Figure 1. Routing congestion (run 1).
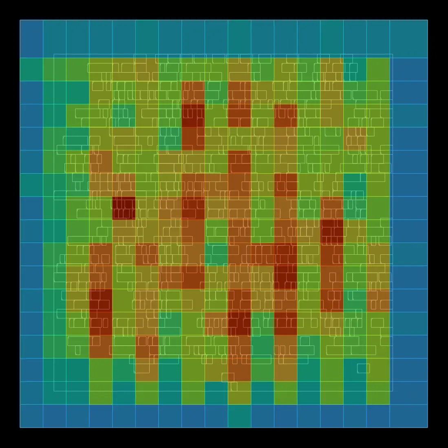
Figure 2. Wiring by layer (run 1).
The bar under the picture is 20 um long. Two of the layers only.
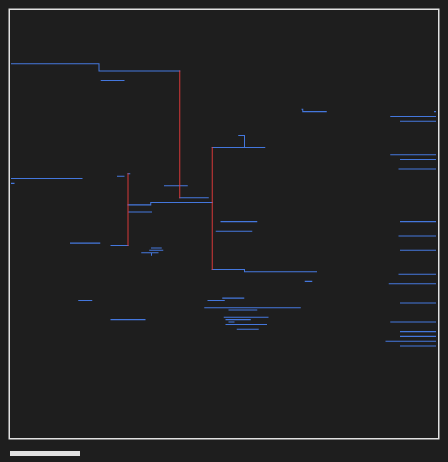
Figure 3. Placed cells, one colour a class (run 1).
The bar under the picture is 20 um long.
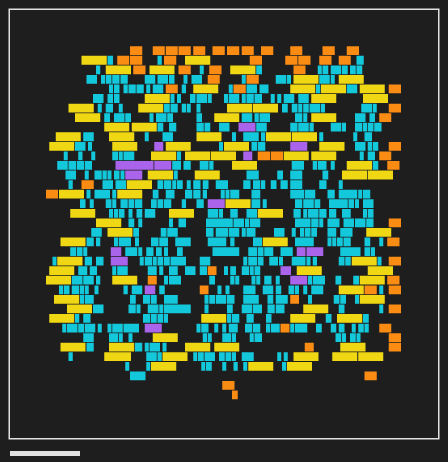
Figure 4. Gate families picked out (run 1).
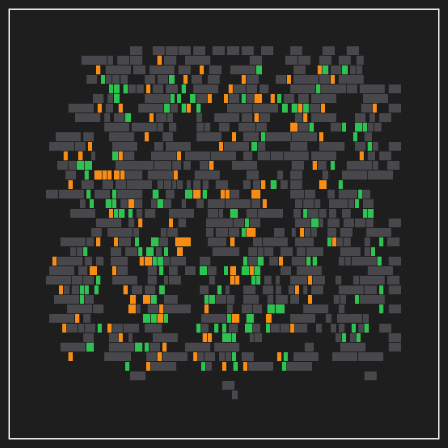
[src/rtl/camera_sensor_emulator.sv]
// Emulates a parallel CMOS sensor: FVAL/LVAL framing, pixel clock at Clock/2
// and a GRBG Bayer test pattern stream, with frame counting and start/stop control.
module camera_sensor_emulator #(
  parameter int H_ACTIVE = 1280,
  parameter int H_BLANK  = 64,
  parameter int V_ACTIVE = 960,
  parameter int V_BLANK  = 8,
  parameter int F2L      = 2
) (
  input  logic        Clock,
  input  logic        Reset,
  input  logic        Start,
  input  logic        Stop,
  input  logic [1:0]  Pattern_sel,
  output logic        oPIXCLK,
  output logic        oFrame_Valid,
  output logic        oLine_Valid,
  output logic [9:0]  oData,
  output logic [31:0] oFrame_Count,
  output logic        oBusy
);

  localparam int FB_LEN  = V_BLANK * (H_ACTIVE + H_BLANK);
  localparam int MAX_A   = (FB_LEN > H_BLANK) ? FB_LEN : H_BLANK;
  localparam int CNT_MAX = (MAX_A > F2L) ? MAX_A : F2L;
  localparam int CNT_W   = $clog2(CNT_MAX + 1);
  localparam int COL_W   = $clog2(H_ACTIVE + 1);
  localparam int ROW_W   = $clog2(V_ACTIVE + 1);

  localparam logic [CNT_W-1:0] F2L_LAST = CNT_W'(F2L - 1);
  localparam logic [CNT_W-1:0] HB_LAST  = CNT_W'(H_BLANK - 1);
  localparam logic [CNT_W-1:0] FB_LAST  = CNT_W'(FB_LEN - 1);
  localparam logic [COL_W-1:0] COL_LAST = COL_W'(H_ACTIVE - 1);
  localparam logic [ROW_W-1:0] ROW_LAST = ROW_W'(V_ACTIVE - 1);

  typedef enum logic [2:0] {
    IDLE,
    F2L_WAIT,
    LINE_ACTIVE,
    LINE_BLANK,
    FRAME_BLANK
  } state_t;

  state_t            state_q, state_d;
  logic              phase_q, phase_d;
  logic              fval_q, fval_d;
  logic              lval_q, lval_d;
  logic [9:0]        data_q, data_d;
  logic [31:0]       frame_count_q, frame_count_d;
  logic              busy_q, busy_d;
  logic              stop_pend_q, stop_pend_d;
  logic [1:0]        pat_q, pat_d;
  logic [CNT_W-1:0]  cnt_q, cnt_d;
  logic [COL_W-1:0]  col_q, col_d;
  logic [ROW_W-1:0]  row_q, row_d;

  function automatic logic [9:0] pixel_value(input logic [COL_W-1:0] col,
                                             input logic [ROW_W-1:0] row,
                                             input logic [1:0]       pat,
                                             input logic             parity);
    logic [9:0] col10;
    logic [2:0] bar;
    logic       row_b4;
    logic       is_r, is_g, is_b;
    logic [9:0] v;
    col10  = 10'(col);
    bar    = 3'({col, 3'b000} / (COL_W + 3)'(H_ACTIVE));
    row_b4 = ((row >> 4) & ROW_W'(1)) != '0;
    is_g   = (col[0] == row[0]);
    is_r   = !row[0] && col[0];
    is_b   = row[0] && !col[0];
    case (pat)
      2'd0:    v = ((is_r && bar[2]) || (is_g && bar[1]) || (is_b && bar[0])) ? 10'h3FF : 10'h000;
      2'd1:    v = col10;
      2'd2:    v = (col10[4] ^ row_b4 ^ parity) ? 10'h3FF : 10'h000;
      default: v = is_r ? 10'h3FF : (is_g ? 10'h200 : 10'h000);
    endcase
    return v;
  endfunction

  // All framing state advances only when phase falls, so outputs are steady at oPIXCLK rise.
  always_comb begin
    state_d       = state_q;
    phase_d       = ~phase_q;
    fval_d        = fval_q;
    lval_d        = lval_q;
    data_d        = data_q;
    frame_count_d = frame_count_q;
    stop_pend_d   = stop_pend_q;
    pat_d         = pat_q;
    cnt_d         = cnt_q;
    col_d         = col_q;
    row_d         = row_q;

    if (state_q != IDLE && Stop) stop_pend_d = 1'b1;

    if (phase_q) begin
      case (state_q)
        IDLE: begin
          if (Start) begin
            state_d     = F2L_WAIT;
            fval_d      = 1'b1;
            pat_d       = Pattern_sel;
            cnt_d       = '0;
            stop_pend_d = Stop;
          end
        end
        F2L_WAIT: begin
          if (cnt_q == F2L_LAST) begin
            state_d = LINE_ACTIVE;
            lval_d  = 1'b1;
            col_d   = '0;
            row_d   = '0;
          end else begin
            cnt_d = cnt_q + 1'b1;
          end
        end
        LINE_ACTIVE: begin
          if (col_q == COL_LAST) begin
            lval_d = 1'b0;
            cnt_d  = '0;
            if (row_q == ROW_LAST) begin
              state_d       = FRAME_BLANK;
              fval_d        = 1'b0;
              frame_count_d = frame_count_q + 32'd1;
            end else begin
              state_d = LINE_BLANK;
            end
          end else begin
            col_d = col_q + 1'b1;
          end
        end
        LINE_BLANK: begin
          if (cnt_q == HB_LAST) begin
            state_d = LINE_ACTIVE;
            lval_d  = 1'b1;
            col_d   = '0;
            row_d   = row_q + 1'b1;
          end else begin
            cnt_d = cnt_q + 1'b1;
          end
        end
        FRAME_BLANK: begin
          if (cnt_q == FB_LAST) begin
            cnt_d = '0;
            if (stop_pend_q) begin
              state_d     = IDLE;
              stop_pend_d = 1'b0;
            end else begin
              state_d = F2L_WAIT;
              fval_d  = 1'b1;
              pat_d   = Pattern_sel;
            end
          end else begin
            cnt_d = cnt_q + 1'b1;
          end
        end
        default: state_d = IDLE;
      endcase
      data_d = lval_d ? pixel_value(col_d, row_d, pat_d, frame_count_q[0]) : 10'h000;
    end

    busy_d = (state_d != IDLE);
  end

  always_ff @(posedge Clock) begin
    if (Reset) begin
      state_q       <= IDLE;
      phase_q       <= 1'b0;
      fval_q        <= 1'b0;
      lval_q        <= 1'b0;
      data_q        <= '0;
      frame_count_q <= '0;
      busy_q        <= 1'b0;
      stop_pend_q   <= 1'b0;
      pat_q         <= '0;
      cnt_q         <= '0;
      col_q         <= '0;
      row_q         <= '0;
    end else begin
      state_q       <= state_d;
      phase_q       <= phase_d;
      fval_q        <= fval_d;
      lval_q        <= lval_d;
      data_q        <= data_d;
      frame_count_q <= frame_count_d;
      busy_q        <= busy_d;
      stop_pend_q   <= stop_pend_d;
      pat_q         <= pat_d;
      cnt_q         <= cnt_d;
      col_q         <= col_d;
      row_q         <= row_d;
    end
  end

  assign oPIXCLK      = phase_q;
  assign oFrame_Valid = fval_q;
  assign oLine_Valid  = lval_q;
  assign oData        = data_q;
  assign oFrame_Count = frame_count_q;
  assign oBusy        = busy_q;

endmodule

[config.mk]
export PLATFORM = sky130hd
export DESIGN_NAME = camera_sensor_emulator
export DESIGN_NICKNAME = d
export VERILOG_FILES = /design/src/rtl/camera_sensor_emulator.sv
export SDC_FILE = /design/constraint.sdc
export NUM_CORES = 1
export LEC_CHECK = 0
export CAP_MARGIN = 20
export CORE_MARGIN = 10
export CORE_UTILIZATION = 45
export CTS_BUF_LIST = sky130_fd_sc_hd__clkbuf_4 sky130_fd_sc_hd__clkbuf_8
export CTS_CLUSTER_SIZE = 24
export DETAILED_ROUTE_END_ITERATION = 6
export PLACE_DENSITY = 0.66
export SETUP_SLACK_MARGIN = 0.2
export SLEW_MARGIN = 10
export SYNTH_ARGS = -nofsm -noshare
export SYNTH_HDL_FRONTEND = slang
export SYNTH_SLANG_ARGS = --single-unit
[constraint.sdc]
create_clock -name Clock -period 4.1 [get_ports Clock]
set_input_delay 0.615 -clock Clock [delete_from_list [all_inputs] [get_ports Clock]]
set_output_delay 0.615 -clock Clock [all_outputs]
set_load 0.01 [all_outputs]
==> results.sh, run 1 <==
# flow metrics
export IMPL_largest_cell_class="logic gates"
export IMPL_path_depth=15
export IMPL_netlist_top_cells_area="dfxtp_1 (37%), nor2_1 (6.5%), nand2_1 (6.3%), xor2_1 (5.5%), xnor2_1 (3.2%)"
export IMPL_path_buffers=1
export IMPL_tool_warnings=28
export IMPL_synthArstFlopShare=0
export IMPL_max_stage_delay_ns=0.56
export IMPL_hold_class="reg -> reg"
export IMPL_startpoint_type="flip-flop"
export IMPL_dp_cells=753
export IMPL_buffers=57
export IMPL_numCtsBuffers=9
export IMPL_area_growth_pct=18.11
export IMPL_antenna_found_initial=0
export IMPL_power_leakage_uw=0.001869
export IMPL_grt_usage=0.1574
export IMPL_boundaryPins=52
export IMPL_top_layer="met4"
export IMPL_skew_ns=0.007154
export IMPL_grt_pass1_vias=4015
export IMPL_ys_types=67
export IMPL_finalCritPeriodShare=0.8824
export IMPL_status="complete, no violations"
export IMPL_cp_arrival_ns=3.92
export IMPL_num_multi_input_gates=459
export IMPL_postRouteAntennaNets=0
export IMPL_synth_dominant_cell_count="dfxtp_1"
export IMPL_overflow=0
export IMPL_hold_violations=0
export IMPL_root_buffer="clkbuf_8"
export IMPL_synth_area_um2=4657
export IMPL_crit_top_cell="nand2_1"
export IMPL_grt_setup_unrepaired="no"
export IMPL_endpoint_kind="flip-flop"
export IMPL_reg2reg_slack_ns=0.48
export IMPL_setup_viol=0
export IMPL_clock_latency_ns=0.37
export IMPL_cts_tree="yes"
export IMPL_r2r_end="oData[7]"
export IMPL_synth_warnings=0
export IMPL_cp_cell_sequence="or4_1, or2_4, a2111o_4, nand2_1, nand2_1, nand2_1, o21a_1, ha_2, inv_1, or3_1, o2bb2ai_1, mux2i_1, o211ai_1, a21oi_4, o21ai_1"
export IMPL_cts_clk_slew_worst_paths_ns=0.09
export IMPL_well_tap_count=136
export IMPL_ys_flops=87
export IMPL_synth_top_area_share=0.3740
export IMPL_flop_cell="dfxtp_1"
export IMPL_regArea_um2=1743
export IMPL_clockBufferDepth=2
export IMPL_ys_sh_simple=0.2902
export IMPL_syn_nets=597
export IMPL_route_detailed_drc=0
export IMPL_finalMaxSlewViolations=0
export IMPL_cts_setup_buffers=0
export IMPL_flops=87
export IMPL_fillers=969
export IMPL_io_buffers=51
export IMPL_synthTopCellsByCount="dfxtp_1 (87), nor2_1 (81), nand2_1 (78)"
export IMPL_met3RoutedLength_um=501
export IMPL_htree_levels=3
export IMPL_yosys_area_um2=4657
export IMPL_r2r_start="cnt_q[7]"
export IMPL_met3_usage=0.02821
export IMPL_tightest_slew_ns=0.6921
export IMPL_routed_wirelength_um=11620
export IMPL_drive_above_1_share=0.07267
export IMPL_vias_per_cell=5.508
export IMPL_routabilityCongestion=0.8969
export IMPL_grt_busiest_layer="met2"
export IMPL_post_dp_hpwl_um=8690
export IMPL_synthAoiAreaFrac=0.1634
export IMPL_powerDensity_nw_per_um2=296.2
export IMPL_top_area_cell="dfxtp_1"
export IMPL_clock_sinks=87
export IMPL_xor_share=0.08651
export IMPL_firstDrtPassIters=4
export IMPL_setup_worst_path_start="cnt_q[7]"
export IMPL_crit_fanout=10
export IMPL_comb_share=0.5057
export IMPL_relSlewSlack=0.5343
export IMPL_netlist_instances=584
export IMPL_path_class="reg -> reg"
export IMPL_synthAdderAreaFrac=0.01881
export IMPL_met1_length_um=5228
export IMPL_rr_worst_depth=15
export IMPL_core_area_um2=10180
export IMPL_synth_seq_share=0.3740
export IMPL_critPathTopFamily="simple AND/OR/NAND/NOR gates"
export IMPL_hold_path_depth=2
export IMPL_fp_dieH_um=121.7
export IMPL_fin_nets=641
export IMPL_met2WireLength_um=5800
export IMPL_holdPathEnd="oData[1]"
export IMPL_n_antenna_cell=0
export IMPL_dieWidth_um=121.7
export IMPL_grt_max_degree=39
export IMPL_edf_count=0
export IMPL_logic_area_um2=2781
## Picture notes: Figure 1
met2 usage: 0.2771
WL/cell: 15.11 um
GRT met1 Usage: 0.1902

## Picture notes: Figure 2
- red: metal 4 (wire length 91.1 um)
- blue: metal 3 (wire length 502 um)

## Picture notes: Figure 3
- purple: clock drivers and dummy loads (cells 16; share of their area 3.8%)
- orange: remaining buffers and delay cells (cells 57; share of their area 10%)
- yellow: sequential cells (cells 87; share of their area 33%)
- cyan: combinational and other logic (cells 473; share of their area 53%)

## Picture notes: Figure 4
- green: nand cells (cells 123; most used nand2_1)
- orange: nor cells (cells 100; most used nor2_1)

-- run 1: tightest hold or removal path, delay by kind of cell (launching register included) --
family	cells	cell delay [ns]
flip-flops	1	0.32
AND/OR/NAND/NOR	1	0.05
AND-OR/OR-AND	1	0.05
-- run 1: stage by stage --
| step | util | hold slack (ns) | power [uW] | cell area, um^2 | setup WS, ns |
|---|---|---|---|---|---|
| after global routing | 0.5400 | 0.4747 | 1697 | 5500 | 0.1948 |
| after global placement | 0.5189 | 0.4363 | 1029 | 5285 | 0.5940 |
| after floorplan | - | 0.4488 | 989.5 | 4657 | 0.8095 |
| after detailed placement | 0.5189 | 0.4396 | 1031 | 5285 | 0.4459 |
| final | 0.5400 | 0.4485 | 1629 | 5500 | 0.4823 |
| after CTS | 0.5388 | 0.4525 | 1646 | 5488 | 0.4017 |
-- run 1: sequential cells by signal (all words and copies together) (netlist names) --
name          count
col_q            11
pat_q             2
oFrame_Count     32
oData            10
oBusy             1
oLine_Valid       1
oFrame_Valid      1
row_q            10
oPIXCLK           1
cnt_q            14
state_q           3
stop_pend_q       1
-- run 1: timing repair --
item / 4_1_cts / 5_1_grt
endpoints found under the hold margin: 0 / 0
setup endpoints to repair: 0 / 12
resized: 0 / 5
hold buffers: 0 / 0
-- run 1: where the power goes --
group          switching (uW)  total (uW)  internal, uW
clock                     330         617           287
combinational            89.7         144          54.0
sequential               13.5         869           855
total                     433        1630          1200
-- run 1: cells in the final DEF, fill, tap and decap left out, types with 14 or more instances in the layout --
cell type,count
clkdlybuf4s50_1,50
dfxtp_1,86
nand2_1,78
o21ai_0,29
nor2_1,80
a21oi_1,23
nand3_1,27
and3_1,17
inv_1,14
xnor2_1,17
xor2_1,29
==> run 2, diff against run 1 <==
--- a/config.mk
+++ b/config.mk
@@ -5,7 +5,6 @@
 export SDC_FILE = /design/constraint.sdc
 export NUM_CORES = 1
 export LEC_CHECK = 0
-export CAP_MARGIN = 20
 export CORE_MARGIN = 10
 export CORE_UTILIZATION = 45
 export CTS_BUF_LIST = sky130_fd_sc_hd__clkbuf_4 sky130_fd_sc_hd__clkbuf_8
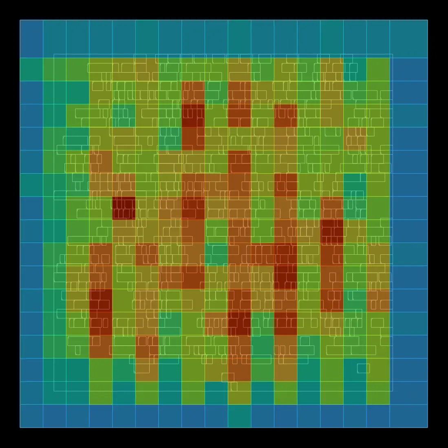
Figure 5: run 2, routing congestion.
GRT Max-Usage Layer: met2
Finished Core Util: 0.5400

==> run 2 against run 1 <==
Effect of this change: sequential share of layout area unchanged; area after synthesis unchanged; global-route usage unchanged; non-clock buffer count unchanged; combinational power about the same; cell count unchanged; worst hold slack unchanged; first-iteration DRC count unchanged; synthesized cell count unchanged; power unchanged; via count unchanged; largest power group unchanged.
==> results.sh, run 2 <==
# flow metrics
export IMPL_status="complete, no violations"
export IMPL_xor_share=0.08651
export IMPL_logic_area_um2=2781
export IMPL_power_leakage_uw=0.001869
export IMPL_dieWidth_um=121.7
export IMPL_period_minus_slack_ns=3.618
export IMPL_synthAoiAreaFrac=0.1634
export IMPL_p_sw_uw=433.5
export IMPL_wl_per_cell_um=15.11
export IMPL_netlist_instances=584
export IMPL_fp_dieH_um=121.7
export IMPL_grt_max_degree=39
export IMPL_edf_count=0
export IMPL_ys_sh_simple=0.2902
export IMPL_clock_sinks=87
export IMPL_drv_cap=0
export IMPL_die_area_um2=14820
export IMPL_path_class="reg -> reg"
export IMPL_synth_area_mux_share=0.03600
export IMPL_ys_types=67
export IMPL_grt_pass1_vias=4015
export IMPL_r2r_start="cnt_q[7]"
export IMPL_cp_arrival_ns=3.92
export IMPL_overflow=0
export IMPL_fmax_mhz=276.4
export IMPL_fin_nets=641
export IMPL_finalMaxSlewViolations=0
export IMPL_core_area_um2=10180
export IMPL_met3RoutedLength_um=501
export IMPL_cts_tree="yes"
export IMPL_clkCellAreaFrac=0.03685
export IMPL_synth_seq_share=0.3740
export IMPL_n_antenna_cell=0
export IMPL_route_detailed_drc=0
export IMPL_cts_setup_buffers=0
export IMPL_startpoint_type="flip-flop"
export IMPL_cts_clk_slew_worst_paths_ns=0.09
export IMPL_dp_cells=753
export IMPL_swShare=0.2660
export IMPL_vias_per_cell=5.508
export IMPL_synthArstFlopShare=0
export IMPL_hold_violations=0
export IMPL_synthAdderAreaFrac=0.01881
export IMPL_well_tap_count=136
export IMPL_synth_warnings=0
export IMPL_syn_avg_cell_area_um2=7.974
export IMPL_io_buffers=51
export IMPL_grt_usage=0.1574
export IMPL_routed_wirelength_um=11620
export IMPL_numCtsBuffers=9
export IMPL_hold_path_depth=2
export IMPL_skew_ns=0.007154
export IMPL_buffers=57
export IMPL_yosys_area_um2=4657
export IMPL_met1_length_um=5228
export IMPL_routabilityCongestion=0.8969
export IMPL_tightest_slew_ns=0.6921
export IMPL_flops=87
export IMPL_rr_worst_depth=15
export IMPL_cts_resized_gates=0
export IMPL_num_multi_input_gates=459
export IMPL_n_clock_buffer=9
export IMPL_clock_latency_ns=0.37
export IMPL_finalCritPeriodShare=0.8824
export IMPL_ys_cells=584
export IMPL_postRouteAntennaNets=0
export IMPL_flop_cell="dfxtp_1"
export IMPL_inverters_excl_clock=14
export IMPL_setup_tns_ns=0
export IMPL_seq_share=0.3169
export IMPL_met2WireLength_um=5800
export IMPL_antenna_found_initial=0
export IMPL_endpoint_kind="flip-flop"
export IMPL_power_frac_seq=0.533
export IMPL_clockPowerShare=0.379
export IMPL_comb_share=0.5057
export IMPL_rows=37
export IMPL_ir_drop_mv=0.1744
export IMPL_area_growth_pct=18.11
export IMPL_drive_above_1_share=0.07267
export IMPL_relSlewSlack=0.5343
export IMPL_setup_viol=0
export IMPL_synthTopCellsByCount="dfxtp_1 (87), nor2_1 (81), nand2_1 (78)"
export IMPL_regArea_um2=1743
export IMPL_netlist_top_cells_area="dfxtp_1 (37%), nor2_1 (6.5%), nand2_1 (6.3%), xor2_1 (5.5%), xnor2_1 (3.2%)"
export IMPL_vias=4236
export IMPL_post_dp_hpwl_um=8690
export IMPL_r2r_end="oData[7]"
export IMPL_first_iter_violations=316
export IMPL_top_area_cell="dfxtp_1"
export IMPL_fp_util=0.4572
export IMPL_powerDensity_nw_per_um2=296.2
export IMPL_synth_area_um2=4657
export IMPL_synth_dominant_cell_count="dfxtp_1"
export IMPL_synth_top_area_share=0.3740
export IMPL_lay_top_cells="dfxtp_1 (86), nor2_1 (80), nand2_1 (78), clkdlybuf4s50_1 (50)"
export IMPL_reg2reg_slack_ns=0.48
export IMPL_final_cells=769
export IMPL_root_buffer="clkbuf_8"
export IMPL_clockBufferDepth=2
export IMPL_boundaryPins=52
export IMPL_fillers=969
export IMPL_pwr_share_comb=0.088
export IMPL_crit_fanout=10
export IMPL_tool_warnings=28
export IMPL_hold_class="reg -> reg"
export IMPL_power_internal_uw=1196
export IMPL_layout_top_cell="dfxtp_1"
export IMPL_top_layer="met4"
export IMPL_htree_levels=3
export IMPL_largest_reg_flops=32
export IMPL_ys_flops=87
export IMPL_grt_setup_unrepaired="no"
export IMPL_firstDrtPassIters=4
export IMPL_min_from="oData[1]"
export IMPL_holdPathEnd="oData[1]"
export IMPL_syn_nets=597
export IMPL_largest_cell_class="logic gates"
export IMPL_cp_data_required_time_ns=4.40
export IMPL_cts_hold_buf=0
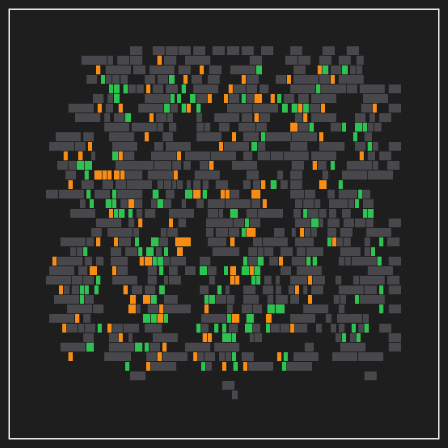
Figure 6: run 2, gate families picked out.
- orange: nor cells (cells 100; most used nor2_1)
- green: nand cells (cells 123; most used nand2_1)

==> run 2: cell counts after synthesis <==
Identical to the previous run, type by type.
==> run 2: stage by stage <==
stage	hold slack, ns	worst slack (ns)	util	instance area [um^2]	power (uW)
floorplan	0.4488	0.8095	-	4657	989.5
global placement	0.4363	0.5940	0.5189	5285	1029
detailed placement	0.4396	0.4459	0.5189	5285	1031
CTS	0.4525	0.4017	0.5388	5488	1646
global route	0.4747	0.1948	0.5400	5500	1697
finish	0.4485	0.4823	0.5400	5500	1629
==> run 2: worst max-delay path, cell delays in order (launching register included) <==
cell       delay [ns]
dfxtp_1          0.34
or4_1            0.56
or2_4            0.30
a2111o_4         0.49
nand2_1          0.17
nand2_1          0.13
nand2_1          0.09
o21a_1           0.19
ha_2             0.23
inv_1            0.06
or3_1            0.37
o2bb2ai_1        0.13
mux2i_1          0.08
o211ai_1         0.16
a21oi_4          0.10
o21ai_1          0.14
==> run 2: power groups by stage <==
stage / logic (uW) / clock network, uW / registers [uW]
finish: 144 / 617 / 869
global route: 158 / 667 / 871
CTS: 143 / 634 / 868
detailed placement: 143 / 0 / 888
global placement: 141 / 0 / 888
floorplan: 106 / 0 / 883
==> run 2: worst max path at each step <==
stage / start / end / cells past startpoint
3_3_place_gp: cnt_q[0] / oData[1] / 16
5_1_grt: cnt_q[1] / oData[8] / 16
4_1_cts: cnt_q[0] / oData[7] / 15
3_5_place_dp: cnt_q[0] / oData[7] / 15
6_report: cnt_q[7] / oData[7] / 15
2_1_floorplan: cnt_q[7] / oData[9] / 15
==> run 2: layer usage <==
metal,vias to the layer above,GRT usage
met5,-,0
li1,2139,-
met1,2012,0.1902
met3,8,0.02821
met2,77,0.2771
met4,0,0.04918
==> run 3, diff against run 2 <==
--- a/config.mk
+++ b/config.mk
@@ -5,7 +5,7 @@
 export SDC_FILE = /design/constraint.sdc
 export NUM_CORES = 1
 export LEC_CHECK = 0
-export CORE_MARGIN = 10
+export CORE_MARGIN = 5
 export CORE_UTILIZATION = 45
 export CTS_BUF_LIST = sky130_fd_sc_hd__clkbuf_4 sky130_fd_sc_hd__clkbuf_8
 export CTS_CLUSTER_SIZE = 24
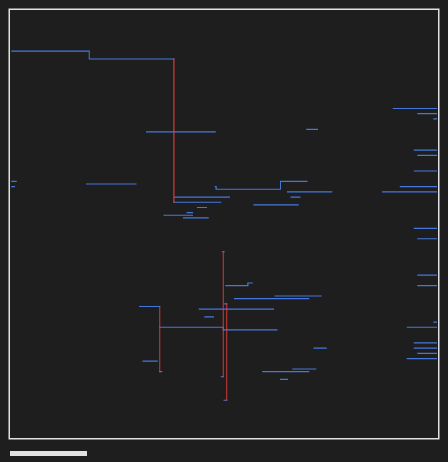
Figure 7: run 3, wiring by layer.
The bar under the picture is 20 um long. Two of the layers only.
- red: metal 4 (wire length 112 um)
- blue: metal 3 (wire length 410 um)

==> run 3 against run 2 <==
Effect of this change: die area is 16% lower; power is 3.8% lower; via count is 0.52% lower; cell count is 0.26% higher; sequential power hardly changed; clock skew is 0.0036 ns higher; worst hold slack worse by 0.0023 ns; critical path type unchanged; highest routed layer unchanged.
==> results.sh, run 3 <==
# flow metrics
export IMPL_reg2reg_slack_ns=0.55
export IMPL_fp_dieH_um=111.7
export IMPL_setup_worst_path_start="cnt_q[7]"
export IMPL_die_area_um2=12480
export IMPL_grt_usage=0.1786
export IMPL_postRouteAntennaNets=0
export IMPL_cts_tree="yes"
export IMPL_routabilityCongestion=0.8499
export IMPL_ys_cells=584
export IMPL_powerComb_uw=142
export IMPL_flop_cell="dfxtp_1"
export IMPL_grt_max_degree=38
export IMPL_cts_hold_buf=0
export IMPL_drv_cap=0
export IMPL_routed_wirelength_um=11030
export IMPL_critPathTopFamily="simple AND/OR/NAND/NOR gates"
export IMPL_power_leakage_uw=0.001880
export IMPL_startpoint_type="flip-flop"
export IMPL_swShare=0.2750
export IMPL_post_dp_hpwl_um=8087
export IMPL_r2r_end="oData[9]"
export IMPL_crit_end="oData[9]"
export IMPL_fillers=1000
export IMPL_setup_viol=0
export IMPL_xor_share=0.08651
export IMPL_hold_violations=0
export IMPL_clock_latency_ns=0.37
export IMPL_grt_pass1_wl_um=18770
export IMPL_grt_pass1_vias=3974
export IMPL_yosys_area_um2=4657
export IMPL_ys_types=67
export IMPL_cts_setup_buffers=0
export IMPL_hold_path_depth=2
export IMPL_path_buffers=1
export IMPL_met3_usage=0.03587
export IMPL_first_iter_violations=278
export IMPL_period_minus_slack_ns=3.546
export IMPL_synth_top_area_share=0.3740
export IMPL_crit_top_cell="nand2_1"
export IMPL_cts_resized_gates=0
export IMPL_netlist_instances=584
export IMPL_edf_count=0
export IMPL_cp_cell_sequence="or4_1, or2_4, a2111o_4, nand2_2, nand2_1, nand2_1, o21a_1, ha_2, inv_1, or3_1, o2bb2ai_1, mux2i_1, o211ai_1, a21oi_4, o21ai_1"
export IMPL_p_sw_uw=430.9
export IMPL_clockPowerShare=0.354
export IMPL_setup_tns_ns=0
export IMPL_finalMaxSlewViolations=0
export IMPL_tightest_slew_ns=0.7378
export IMPL_core_area_um2=10230
export IMPL_fmax_mhz=282.0
export IMPL_hold_class="reg -> reg"
export IMPL_synthAoiAreaFrac=0.1634
export IMPL_pg_seq_uw=870
export IMPL_path_depth=15
export IMPL_fin_nets=643
export IMPL_overflow=0
export IMPL_antenna_found_initial=0
export IMPL_synth_area_mux_share=0.03600
export IMPL_area_growth_pct=17.79
export IMPL_rows=37
export IMPL_met1_usage=0.2319
export IMPL_power_internal_uw=1136
export IMPL_status="complete, no violations"
export IMPL_finalInstanceArea_um2=5485
export IMPL_netlist_top_cells_area="dfxtp_1 (37%), nor2_1 (6.5%), nand2_1 (6.3%), xor2_1 (5.5%), xnor2_1 (3.2%)"
export IMPL_synth_dominant_cell_count="dfxtp_1"
export IMPL_synthTopLogicFamily="simple AND/OR/NAND/NOR gates"
export IMPL_power_frac_seq=0.556
export IMPL_synthAdderAreaFrac=0.01881
export IMPL_power_leader="sequential cells"
export IMPL_crit_fanout=10
export IMPL_ys_sh_simple=0.2902
export IMPL_tool_warnings=28
export IMPL_route_detailed_drc=0
export IMPL_synthArstFlopShare=0
export IMPL_synth_seq_share=0.3740
export IMPL_skew_ns=0.01071
export IMPL_layout_top_cell="dfxtp_1"
export IMPL_clockBufferDepth=2
export IMPL_syn_nets=597
export IMPL_fp_util=0.4552
export IMPL_vias_per_cell=5.466
export IMPL_htree_levels=3
export IMPL_boundaryPins=52
export IMPL_grt_setup_unrepaired="no"
export IMPL_finalCritPeriodShare=0.8649
export IMPL_io_buffers=51
export IMPL_max_stage_delay_ns=0.56
export IMPL_top_area_cell="dfxtp_1"
export IMPL_vias=4214
export IMPL_pwr_share_comb=0.091
export IMPL_path_class="reg -> reg"
export IMPL_cp_data_required_time_ns=4.40
export IMPL_syn_avg_cell_area_um2=7.974
export IMPL_root_buffer="clkbuf_8"
export IMPL_place_area_um2=5300
export IMPL_rr_worst_depth=15
export IMPL_drive_above_1_share=0.07402
export IMPL_powerDensity_nw_per_um2=285.6
export IMPL_lay_top_cells="dfxtp_1 (86), nor2_1 (81), nand2_1 (77), clkdlybuf4s50_1 (50)"
export IMPL_endpoint_kind="flip-flop"
export IMPL_ys_flops=87
export IMPL_numCtsBuffers=9
export IMPL_synthTopCellsByCount="dfxtp_1 (87), nor2_1 (81), nand2_1 (78)"
export IMPL_n_antenna_cell=0
export IMPL_dieWidth_um=111.7
export IMPL_r2r_start="cnt_q[7]"
export IMPL_synth_warnings=0
export IMPL_grtUsageMet2=0.2958
export IMPL_cts_clk_slew_worst_paths_ns=0.09
export IMPL_relSlewSlack=0.5063
export IMPL_grt_busiest_layer="met2"
export IMPL_cp_arrival_ns=3.84
export IMPL_firstDrtPassIters=5
export IMPL_largest_reg_flops=32
export IMPL_wl_per_cell_um=14.30
export IMPL_ir_drop_mv=0.1260
export IMPL_clock_sinks=87
export IMPL_synth_area_um2=4657
export IMPL_pg_clk_uw=554
export IMPL_crit_slowest_cell="or4_1"
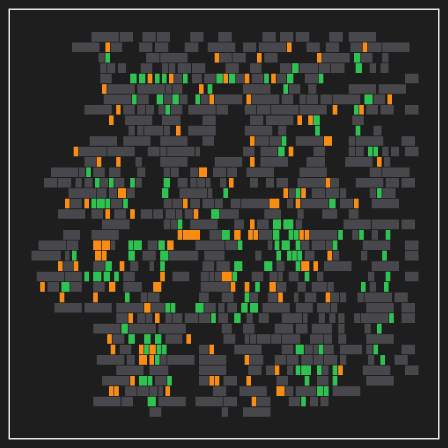
Figure 8: run 3, gate families picked out.
- orange: nor cells (cells 100; most used nor2_1)
- green: nand cells (cells 123; most used nand2_1)

run 3: cell types whose count changed in the layout (fill, tap and decap cells not counted):
| cell | delta |
|---|---|
| clkinvlp_4 | -3 |
| buf_4 | +2 |
| clkinv_2 | +2 |
| bufinv_16 | -1 |
| clkinv_4 | +1 |
| inv_6 | +1 |
| nand2_1 | -1 |
| nand2_2 | +1 |
| nor2_1 | +1 |
| nor2_2 | -1 |
| or3_1 | +1 |
| or3_4 | -1 |
run 3: per-stage QoR:
stage | cells | total power [uW] | utilization | hold WS (ns) | setup WS, ns
floorplan | 584 | 989.5 | - | 0.4488 | 0.8095
global placement | 755 | 1028 | 0.5180 | 0.4352 | 0.6082
detailed placement | 755 | 1031 | 0.5180 | 0.4382 | 0.4644
CTS | 771 | 1589 | 0.5354 | 0.4519 | 0.4431
global route | 771 | 1650 | 0.5361 | 0.4634 | 0.2619
finish | 771 | 1567 | 0.5361 | 0.4462 | 0.5539
run 3: cell type report:
type / instances / area (um^2) / area share
Clock buffer: 9 / 123.9 / 0.02258
Clock inverter: 7 / 53.80 / 0.009808
Inverter: 14 / 52.55 / 0.009580
Multi-Input combinational cell: 459 / 2776 / 0.5062
Sequential cell: 87 / 1743 / 0.3177
Tap cell: 136 / 170.2 / 0.03102
Timing Repair Buffer: 59 / 565.5 / 0.1031
run 3: how the worst min path moves through the flow:
stage	startpoint	to	slack (ns)
CTS	oData[1]	oData[1]	0.45
floorplan	row_q[1]	row_q[1]	0.45
finish	oData[1]	oData[1]	0.45
global route	oData[6]	oData[6]	0.46
detailed placement	oData[1]	oData[1]	0.44
global placement	oData[6]	oData[6]	0.44
run 3: per-layer routing:
layer | vias to the layer above | wire, um
li1 | 2148 | -
met2 | 80 | 5350
met1 | 1977 | 5153
met5 | - | 0
met4 | 0 | 112
met3 | 9 | 410

==> screenshots <==
Sequential cells coloured by netlist name.
The bar under the picture is 20 um long. Other sequential cells in the stronger grey, the rest of the logic in the fainter grey.
picture 1
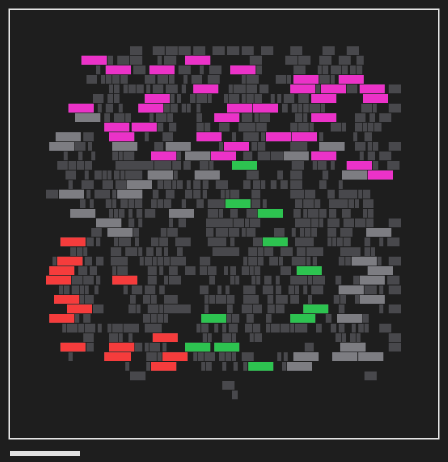
picture 2
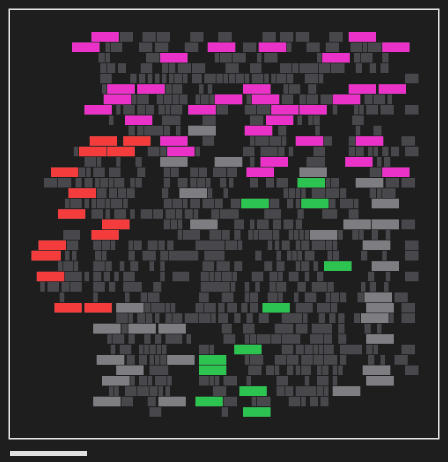
Of these, largest die: picture 1
Run 2 is picture 1.
Run 3 is picture 2.

No activity file was given, so power comes from the tool's default toggle rates.
